**config.mk**
```make
export PLATFORM = sky130hd
export DESIGN_NAME = keccak_lane_feeder
export DESIGN_NICKNAME = d
export VERILOG_FILES = /design/src/rtl/keccak_lane_feeder.sv
export SDC_FILE = /design/constraint.sdc
export NUM_CORES = 1
export LEC_CHECK = 0
export CORE_AREA = 2 2 111 113
export DETAILED_ROUTE_END_ITERATION = 10
export DIE_AREA = 0 0 113 115
export PLACE_DENSITY = 0.75
export SLEW_MARGIN = 20
export SYNTH_ARGS = -nofsm -noshare
export SYNTH_HDL_FRONTEND = slang
export SYNTH_SLANG_ARGS = --single-unit
```
**constraint.sdc**
```tcl
create_clock -name i_clk -period 2.2 [get_ports i_clk]
set_input_delay 0.22 -clock i_clk [delete_from_list [all_inputs] [get_ports i_clk]]
set_output_delay 0.22 -clock i_clk [all_outputs]
set_load 0.05 [all_outputs]
```
**src/rtl/keccak_lane_feeder.sv**
```systemverilog
// Byte-to-lane packer in front of the keccak core: collects message bytes
// into 64-bit little-endian lanes and hands them over with a valid/ready pair.
module keccak_lane_feeder #(
    parameter int BW_CTRL = 2,
    parameter int BW_ILEN = 11,
    parameter int BW_OLEN = 10
) (
    input  logic               i_clk,
    input  logic               i_rstn,
    input  logic               i_start,
    input  logic [BW_CTRL-1:0] i_mode,
    input  logic [BW_ILEN-1:0] i_ibyte_len,
    input  logic [BW_OLEN-1:0] i_obyte_len,
    input  logic [7:0]         i_byte,
    input  logic               i_byte_valid,
    output logic               o_byte_ready,
    output logic [63:0]        o_bytes,
    output logic               o_bytes_valid,
    input  logic               i_bytes_ready,
    output logic [BW_CTRL-1:0] o_mode,
    output logic [BW_ILEN-1:0] o_ibyte_len,
    output logic [BW_OLEN-1:0] o_obyte_len,
    output logic [3:0]         o_lane_nbytes,
    output logic               o_last,
    output logic               o_busy,
    output logic               o_done
);

    typedef enum logic [1:0] {
        IDLE,
        COLLECT,
        SEND,
        DONE
    } state_t;

    localparam logic [BW_ILEN-1:0] LEN_ONE = BW_ILEN'(1);

    state_t             state_q;
    state_t             state_d;
    logic [63:0]        lane_q;
    logic [3:0]         nbytes_q;
    logic [BW_ILEN-1:0] remaining_q;
    logic [BW_CTRL-1:0] mode_q;
    logic [BW_ILEN-1:0] ilen_q;
    logic [BW_OLEN-1:0] olen_q;

    logic start_acc;
    logic byte_acc;
    logic lane_end;
    logic lane_acc;
    logic last_lane;

    assign start_acc = (state_q == IDLE) & i_start;
    assign byte_acc  = (state_q == COLLECT) & i_byte_valid;
    assign last_lane = (remaining_q == '0);
    assign lane_acc  = (state_q == SEND) & i_bytes_ready;
    // Lane closes on its 8th byte or on the final message byte.
    assign lane_end  = byte_acc
                     & ((nbytes_q == 4'd7) | (remaining_q == LEN_ONE));

    always_ff @(posedge i_clk or negedge i_rstn) begin
        if (!i_rstn) begin
            state_q <= IDLE;
        end else begin
            state_q <= state_d;
        end
    end

    always_comb begin
        state_d = state_q;
        unique case (state_q)
            IDLE: begin
                if (i_start) begin
                    state_d = (i_ibyte_len == '0) ? SEND : COLLECT;
                end
            end
            COLLECT: begin
                if (lane_end) begin
                    state_d = SEND;
                end
            end
            SEND: begin
                if (i_bytes_ready) begin
                    state_d = last_lane ? DONE : COLLECT;
                end
            end
            DONE: begin
                state_d = IDLE;
            end
            default: begin
                state_d = IDLE;
            end
        endcase
    end

    always_comb begin
        o_byte_ready  = 1'b0;
        o_bytes_valid = 1'b0;
        o_last        = 1'b0;
        o_busy        = 1'b0;
        o_done        = 1'b0;
        unique case (state_q)
            IDLE: begin
            end
            COLLECT: begin
                o_byte_ready = 1'b1;
                o_busy       = 1'b1;
            end
            SEND: begin
                o_bytes_valid = 1'b1;
                o_last        = last_lane;
                o_busy        = 1'b1;
            end
            DONE: begin
                o_done = 1'b1;
            end
            default: begin
            end
        endcase
    end

    always_ff @(posedge i_clk or negedge i_rstn) begin
        if (!i_rstn) begin
            lane_q      <= '0;
            nbytes_q    <= '0;
            remaining_q <= '0;
            mode_q      <= '0;
            ilen_q      <= '0;
            olen_q      <= '0;
        end else begin
            if (start_acc) begin
                mode_q      <= i_mode;
                ilen_q      <= i_ibyte_len;
                olen_q      <= i_obyte_len;
                lane_q      <= '0;
                nbytes_q    <= '0;
                remaining_q <= i_ibyte_len;
            end
            if (byte_acc) begin
                lane_q[{nbytes_q[2:0], 3'b000} +: 8] <= i_byte;
                nbytes_q    <= nbytes_q + 4'd1;
                remaining_q <= remaining_q - LEN_ONE;
            end
            // Non-final lanes restart empty so unfilled bytes stay zero.
            if (lane_acc && !last_lane) begin
                lane_q   <= '0;
                nbytes_q <= '0;
            end
        end
    end

    assign o_bytes       = lane_q;
    assign o_lane_nbytes = nbytes_q;
    assign o_mode        = mode_q;
    assign o_ibyte_len   = ilen_q;
    assign o_obyte_len   = olen_q;

endmodule

```
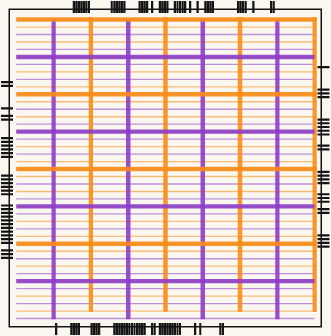
**Above:** run 1 (floorplan with the power grid).
Pins as bars on the die edge.
legend:
  VDD:
    colour: orange
  VSS:
    colour: purple
rows: 40
met5 straps: 8
met1 rails: 41
Core Area: 11800 um2
die span in x: 113 um
height of the die: 115 um
Peak supply drop: 0.000791 V

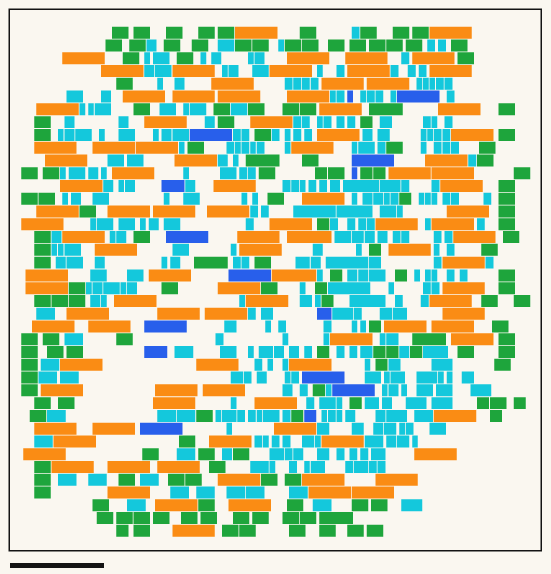
**Above:** run 1 (placement by cell class).
Scale bar: 20 um.
legend:
  registers:
    colour: orange
    cells: 104
    share_of_their_area: 38%
  clock drivers and dummy loads:
    colour: blue
    cells: 15
    share_of_their_area: 4.1%
  remaining buffers and delay cells:
    colour: green
    cells: 156
    share_of_their_area: 23%
  remaining logic cells:
    colour: cyan
    cells: 358
    share_of_their_area: 35%
summed area of non-filler cells in the final layout: 6960 um2
number of rows in the core area: 40

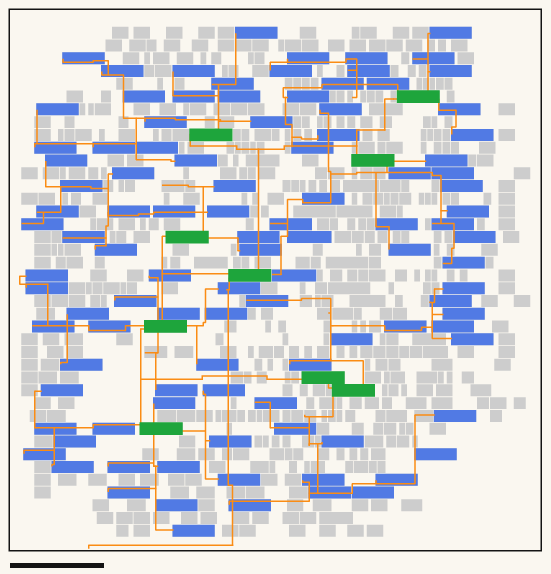
**Above:** run 1 (clock network drawn from the DEF).
Scale bar: 20 um.
legend:
  flip-flops:
    colour: blue
    count: 104
  clock-net drivers:
    colour: green
    count: 9
  clock wires:
    colour: orange
    length: 1280 um
flops lie: all over the die
setup clock skew after layout: 5.51 ps
power consumed by the clock network: 1510 uW
Clk Latency, worst-skew pair: 340 ps

==> run 1: cells by family (layout without fill, tap and decap cells) <==
family	count (synthesis)	count (layout)	share of synthesized area
buffers and inverters	49	184	0.0485
AND-OR/OR-AND	80	80	0.0930
multiplexers	54	54	0.112
XOR/XNOR	1	1	0.00172
flip-flops	104	104	0.512
adder cells (fa/ha/maj)	12	12	0.0295
AND/OR/NAND/NOR	198	198	0.203
==> run 1: critical path: stages, from the launching register on <==
cell and delay [ps]:
sky130_fd_sc_hd__dfrtp_2 390, sky130_fd_sc_hd__buf_4 250, sky130_fd_sc_hd__clkdlybuf4s50_1 860
==> run 1: path summary, 6_finish.rpt <==
| check | from | end | slack, ps |
|---|---|---|---|
| worst max-delay path | o_lane_nbytes[0]$_DFFE_PN0P_ | o_lane_nbytes[0] | 140 |
| worst max register to register | state_q[1]$_DFFE_PN0P_ | o_bytes[6]$_DFF_PN0_ | 180 |
| worst min register to register | o_ibyte_len[1]$_DFFE_PN0P_ | o_ibyte_len[1]$_DFFE_PN0P_ | 490 |
| max in group asynchronous | i_rstn | o_bytes[32]$_DFF_PN0_ | 1090 |
| min in group i_clk | i_obyte_len[1] | o_obyte_len[1]$_DFFE_PN0P_ | 490 |
| worst min-delay path | i_rstn | o_mode[0]$_DFFE_PN0P_ | 480 |
==> run 1: power groups by stage <==
stage	sequential [uW]	combinational (uW)	clock [uW]
after floorplan	4020	1780	0
after global placement	2730	4390	0
after detailed placement	2770	4460	0
after CTS	2740	4490	1560
after global routing	2800	4720	1630
final	2740	4470	1510
==> run 1: placed cells by master (no fill, tap or decap), types with 5 or more instances in the layout <==
cell                              synthesis  layout
sky130_fd_sc_hd__clkdlybuf4s50_1          0     126
sky130_fd_sc_hd__dfrtp_1                104     102
sky130_fd_sc_hd__a21oi_1                 45      45
sky130_fd_sc_hd__nand3_1                 44      44
sky130_fd_sc_hd__nand2_1                 44      43
sky130_fd_sc_hd__nor2_1                  42      42
sky130_fd_sc_hd__mux2i_1                 31      31
sky130_fd_sc_hd__and2_1                  29      29
sky130_fd_sc_hd__buf_4                    0      24
sky130_fd_sc_hd__mux2_2                  23      23
sky130_fd_sc_hd__inv_1                   13      11
sky130_fd_sc_hd__o21ai_0                 11      11
sky130_fd_sc_hd__clkbuf_16                0       9
sky130_fd_sc_hd__ha_1                    12       8
sky130_fd_sc_hd__nand4_1                  6       6
sky130_fd_sc_hd__buf_12                   0       5
==> run 1: through the flow <==
stage | setup slack [ps] | TNS (ps)
CTS | 49.3 | 0
global placement | 163 | 0
detailed placement | 78.5 | 0
finish | 145 | 0
global route | 67.6 | 0
floorplan | -184 | -477
==> run 1: sequential cells by signal, indices dropped and copies added (netlist names) <==
register and flops:
o_bytes 64, o_ibyte_len 11, o_lane_nbytes 4, o_mode 2, o_obyte_len 10, remaining_q 11, state_q 2
==> run 1: what timing repair did <==
| action | CTS | global route |
|---|---|---|
| resized | 0 | 1 |
| hold buffers | 1 | 0 |
| endpoints found under the hold margin | 51 | 0 |
| setup endpoints to repair | 0 | 8 |
==> summary.rpt, run 1 <==
===========================================================================================
Clock-pin transition on the worst setup and hold timing paths                         70 ps
Number of standard cells reported by yosys                                              498
Nonclk inv count                                                                         13
Synthesized chip area reported by yosys                                            5080 um2
Gate power share                                                                      0.512
Floorplan net count                                                                     546
Number of setup buffers added after CTS                                                   0
Fraction of final layout cells sized beyond drive strength 1                          0.142
Tap cell count                                                                          147
Cell-internal power                                                                 4810 uW
Count of clock buffers in the final design                                               13
# nets final                                                                            677
Worst max-slew margin expressed relative to the limit                                 0.532
Count of TritonRoute iterations in the first routing pass                                 8
Clock root buffer master                                                       sky130_fd_sc_hd__clkbuf_16
Met2 demand-to-capacity share in global routing                                       0.353
Part of the cycle the worst path needs                                                0.934
Time the final worst path needs with I/O delays and setup                           2060 ps
Count of warning messages emitted by the tools                                           35
Maximum number of pins on one net before global-route repair                             66
Type of destination of the critical path                                       primary output
Worst-case reg-to-reg path depth                                                          7
Top cells by area in the synthesized netlist                                   sky130_fd_sc_hd__dfrtp_1 (51%), sky130_fd_sc_hd__mux2i_1 (6.1%), sky130_fd_sc_hd__mux2_2 (5.1%)
DRC violation count after routing                                                         4
Slew at the pin closest to its max-slew limit                                        701 ps
Hold violation count in the final report                                                  0
Leftover overflow at the end of global routing                                            0
Cell group occupying the most layout area                                      sequential cells
Tally of unique sky130hd cells used after synthesis                                      52
Primary flip-flop cell chosen by synthesis mapping                             sky130_fd_sc_hd__dfrtp_1
Filler instances                                                                       1059
Most common cell in the netlist                                                sky130_fd_sc_hd__dfrtp_1
Seq_cells                                                                               104
Antenna Violating Nets Remaining                                                          0
Highest clock frequency the design can meet                                       0.487 GHz
Leakage dissipation                                                              0.00317 uW
Via count of the first global-routing pass                                             4281
Maximum root-to-sink buffer count                                                         2
# Max-Cap Violations                                                                      0
Port bufs                                                                               131
Highest routing layer actually used                                                    met4
Average cell area after synthesis                                                  10.2 um2
Proportion of total power due to net switching                                        0.449
Kind of launch point of the worst setup path                                       register
Worst EP required                                                                   1980 ps
Chip area                                                                         13000 um2
Power Density                                                                   1250 nW/um2
Met1 routed wirelength after detailed routing                                       5980 um
Tot Pwr                                                                             8720 uW
Net load switching power                                                            3910 uW
Number of logic gates                                                                   345
Multi-input combinational area share                                                  0.329
Clock network fraction of total power                                                 0.174
Sequential power share                                                                0.314
IO Pins                                                                                 132
Routability congestion estimate                                                       0.879
Core Density at Floorplan                                                             0.430
Total vias in the final route                                                          4227
Routed wire length per instance                                                     17.9 um
Met2 wire length                                                                    6860 um
Class of the worst hold path                                                   primary input to asynchronous set/reset pin
Violated checks                                                                design-rule violations
Fraction of area in registers                                                         0.374
Wire length of the first global-routing pass                                       22300 um
Post-layout instance count excluding filler cells                                       780
Largest fanout on the critical path                                                      15
Cells after Synth                                                                       498
Area added between synthesis and finish                                               36.9%
GR Util All Layers                                                                    0.217
Buffers, non-clock                                                                      156
DR vias/cell                                                                           5.42
Proportion of synthesized flip-flops having asynchronous set or reset                  1.00
Share of the core filled with cells                                                   0.589
Area taken by multi-input logic gates                                              2290 um2
Antenna Diode Count                                                                       0
Flip-flops with a built-in enable                                                         0
Number of sinks driven by the clock tree                                                104
Antenna violations before repair                                                          0
Seq/Total Area, Yosys                                                                 0.512
Routed wire length                                                                 13900 um
Area fraction of clock buffers and clock inverters                                   0.0397
Met3 Resource Use GR                                                                 0.0490
Non-clock buffer share                                                                0.223
TritonCTS clock tree                                                                  built
WP data arrival                                                                     1840 ps
Met1 usage in global routing                                                          0.288
Number of buffers created by CTS                                                          9
Post-synthesis cell type with the largest combined area                        sky130_fd_sc_hd__dfrtp_1
Met3 wirelength from detailed routing                                                820 um
Placed wire-length estimate                                                         9810 um
Placed Instance Area                                                               6670 um2
Top cell types by occurrence after synthesis                                   sky130_fd_sc_hd__dfrtp_1 (104), sky130_fd_sc_hd__a21oi_1 (45), sky130_fd_sc_hd__nand2_1 (44), sky130_fd_sc_hd__nand3_1 (44), sky130_fd_sc_hd__nor2_1 (42)
Placed Cells                                                                            764
Number of design-rule violations left by the first detailed-router iteration            299
Run status                                                                     complete, but fails checks
Synthesized flop and latch total                                                        104
Maximum level of the CTS H-tree                                                           3
Area share, top type                                                                  0.512
Max Slew Vio Count                                                                        0
Global route hottest layer                                                             met2
Synth Warn #                                                                              0
Path type of the worst setup path                                              register to primary output
RSZ-0062 raised after global routing                                                  false
Mapped cell area                                                                   5080 um2
Final hold slack                                                                     476 ps
Total setup violations reported at the end of the flow                                    0
Storage element area                                                               2610 um2
===========================================================================================
**Run 1: clock nets**

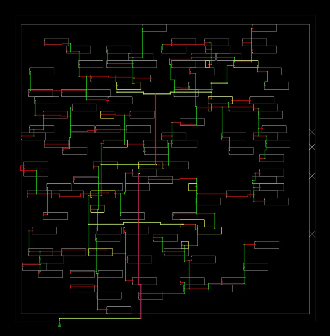

## Run 2: what changed since run 1
Settings changed: CTS_CLUSTER_SIZE set to 14, RECOVER_POWER set to 50.
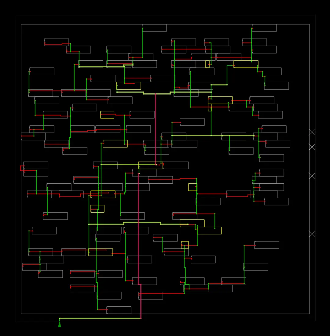
**Above:** run 2 (clock nets).
number of sinks driven by the clock tree: 104
seq_cells: 104
number of buffers created by CTS: 9
count of clock buffers in the final design: 13

==> run 2 against run 1 <==
Against the previous run: the flow still finishes with violations (design-rule violations); first-iteration DRC count shrank 1.3%; cell area shrank 0.27%; flip-flop count is the same; wire length shrank 0.18%; combinational power shrank 2%; utilization shrank 0.16 points; clock power is essentially flat; sequential share of layout area grew 0.10 points; global-route usage is the same; critical path type unchanged; critical endpoint unchanged; highest routed layer unchanged.
==> summary.rpt, run 2 <==
===========================================================================================
Synthesized chip area reported by yosys                                            5080 um2
GR Util All Layers                                                                    0.217
Chip area                                                                         13000 um2
WP data arrival                                                                     1840 ps
Maximum level of the CTS H-tree                                                           3
DR vias/cell                                                                           5.44
Area added between synthesis and finish                                               36.6%
Most common cell after layout, fill and taps aside                             sky130_fd_sc_hd__dfrtp_1
Global route hottest layer                                                             met2
Clock root buffer master                                                       sky130_fd_sc_hd__clkbuf_16
Met1 usage in global routing                                                          0.288
Violated checks                                                                design-rule violations
Crit path setup slack, layout                                                        144 ps
Port bufs                                                                               131
Number of standard cells reported by yosys                                              498
Kind of launch point of the worst setup path                                       register
Maximum root-to-sink buffer count                                                         2
IO Pins                                                                                 132
Synth Warn #                                                                              0
Area share, top type                                                                  0.512
Flip-flops with a built-in enable                                                         0
Average cell area after synthesis                                                  10.2 um2
Die span in x                                                                        113 um
Seq/Total Area, Yosys                                                                 0.512
Power Density                                                                   1240 nW/um2
Routed wire length per instance                                                     17.8 um
Height of the die                                                                    115 um
Antenna violations before repair                                                          0
DRC violation count after routing                                                         4
Hold violation count in the final report                                                  0
Reg-to-reg setup timing slack                                                        170 ps
Synthesized flop and latch total                                                        104
Time the final worst path needs with I/O delays and setup                           2060 ps
Routability congestion estimate                                                       0.879
Top cells by area in the synthesized netlist                                   sky130_fd_sc_hd__dfrtp_1 (51%), sky130_fd_sc_hd__mux2i_1 (6.1%), sky130_fd_sc_hd__mux2_2 (5.1%)
Path type of the worst setup path                                              register to primary output
Maximum number of pins on one net before global-route repair                             66
Worst EP required                                                                   1980 ps
Endpoint of the worst register-to-register path                                o_bytes[6]$_DFF_PN0_
Count of TritonRoute iterations in the first routing pass                                 8
Filler instances                                                                       1063
Core Density at Floorplan                                                             0.430
Part of the cycle the worst path needs                                                0.935
Met2 demand-to-capacity share in global routing                                       0.353
Routed wire length                                                                 13900 um
Peak supply drop                                                                 0.000778 V
Largest fanout on the critical path                                                      15
Wire length of the first global-routing pass                                       22300 um
Met3 Resource Use GR                                                                 0.0490
Mapped cell area                                                                   5080 um2
Post-synthesis cell type with the largest combined area                        sky130_fd_sc_hd__dfrtp_1
Destination of the worst hold path                                             o_ibyte_len[1]$_DFFE_PN0P_
Worst-case reg-to-reg path depth                                                          7
RSZ-0062 raised after global routing                                                  false
Antenna Violating Nets Remaining                                                          0
Primary flip-flop cell chosen by synthesis mapping                             sky130_fd_sc_hd__dfrtp_1
Most common cell in the netlist                                                sky130_fd_sc_hd__dfrtp_1
Highest-count cells in the layout ignoring fill and taps                       sky130_fd_sc_hd__dfrtp_1 (102), sky130_fd_sc_hd__clkdlybuf4s50_1 (84), sky130_fd_sc_hd__a21oi_1 (45), sky130_fd_sc_hd__nand2_1 (44), sky130_fd_sc_hd__nand3_1 (44)
Startpoint of the most critical hold path                                      o_ibyte_len[1]$_DFFE_PN0P_
Setup slack after placement                                                         78.5 ps
Placed Cells                                                                            764
Proportion of synthesized flip-flops having asynchronous set or reset                  1.00
Number of rows in the core area                                                          40
Type of destination of the critical path                                       primary output
Number of design-rule violations left by the first detailed-router iteration            295
Run status                                                                     complete, but fails checks
===========================================================================================
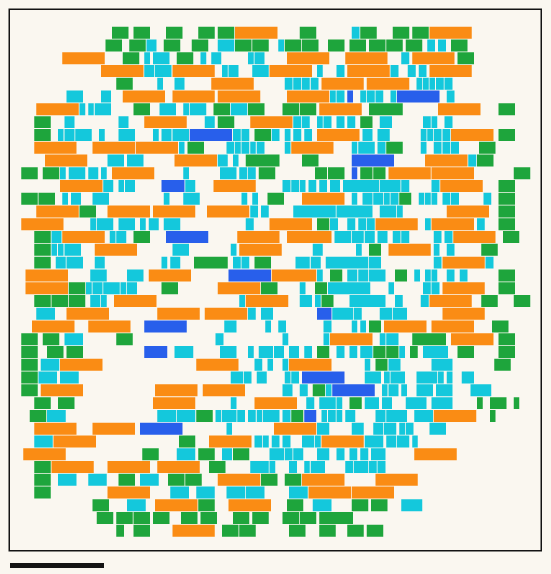
**Above:** run 2 (placement by cell class).
Scale bar: 20 um.
legend:
  clock drivers and dummy loads:
    colour: blue
    cells: 15
    share_of_their_area: 4.1%
  remaining buffers and delay cells:
    colour: green
    cells: 156
    share_of_their_area: 23%
  remaining logic cells:
    colour: cyan
    cells: 358
    share_of_their_area: 35%
  registers:
    colour: orange
    cells: 104
    share_of_their_area: 39%
share of the core filled with cells: 0.588
fraction of area in registers: 0.375
summed area of non-filler cells in the final layout: 6940 um2

-- run 2: cell counts after synthesis --
Identical to the previous run, type by type.
-- run 2: worst max-delay path by stage --
stage / start / endpoint / slack [ps] / cells past startpoint
3_3_place_gp: i_byte_valid / o_bytes[31]$_DFF_PN0_ / 160 / 5
2_1_floorplan: o_lane_nbytes[0]$_DFFE_PN0P_ / o_bytes[31]$_DFF_PN0_ / -180 / 9
3_5_place_dp: o_lane_nbytes[1]$_DFFE_PN0P_ / o_bytes[19]$_DFF_PN0_ / 80 / 8
6_report: o_lane_nbytes[0]$_DFFE_PN0P_ / o_lane_nbytes[0] / 140 / 2
5_1_grt: o_lane_nbytes[0]$_DFFE_PN0P_ / state_q[1]$_DFFE_PN0P_ / 70 / 6
4_1_cts: o_lane_nbytes[1]$_DFFE_PN0P_ / o_bytes[31]$_DFF_PN0_ / 50 / 7
-- run 2: cells by family (layout without fill, tap and decap cells) --
family | count (synthesis) | in the layout | share of synthesized area
AOI/OAI and AO/OA | 80 | 80 | 0.0930
xor gates and xnor gates | 1 | 1 | 0.00172
adders and majority gates | 12 | 12 | 0.0295
buffers and inverters | 49 | 184 | 0.0485
DFF | 104 | 104 | 0.512
muxes | 54 | 54 | 0.112
and+or+nand+nor | 198 | 198 | 0.203
-- run 2: final cells by class --
type,instances,area [um2],share of cell area
timing repair buffer,156,1540,0.221
multi-input combinational,345,2290,0.330
clock buffer,13,260,0.0375
clock inverter,2,16.3,0.00234
inverter,13,51.3,0.00739
tap,147,184,0.0265
sequential,104,2610,0.375
-- run 2: per-layer routing --
| metal | share of wire | routed length [um] |
|---|---|---|
| met3 | 0.066 | 922 |
| met1 | 0.42 | 5900 |
| met5 | 0 | 0 |
| met4 | 0.020 | 276 |
| met2 | 0.49 | 6820 |
-- run 2: through the flow --
step	hold WS, ps	total power, uW	area (um2)
detailed placement	308	7230	6670
floorplan	-75.6	5810	5160
CTS	475	8780	6960
finish	485	8620	6940
global placement	303	7110	6670
global route	483	9050	6940
-- run 2: where the power goes --
group	switching (uW)	total (uW)	internal (uW)
clock	695	1520	827
combinational	2880	4370	1490
sequential	338	2730	2390
-- run 2: critical path, stage by stage (launching register included) --
cell and delay (ps):
sky130_fd_sc_hd__dfrtp_2 390, sky130_fd_sc_hd__buf_4 250, sky130_fd_sc_hd__clkdlybuf4s50_1 860
-- run 2: repair_timing --
item | 4_1_cts | 5_1_grt
setup endpoints to repair | 0 | 8
resized | 0 | 1
hold buffers | 1 | 0
hold endpoints to repair | 51 | 0
Power and IR drop assume default switching activity.
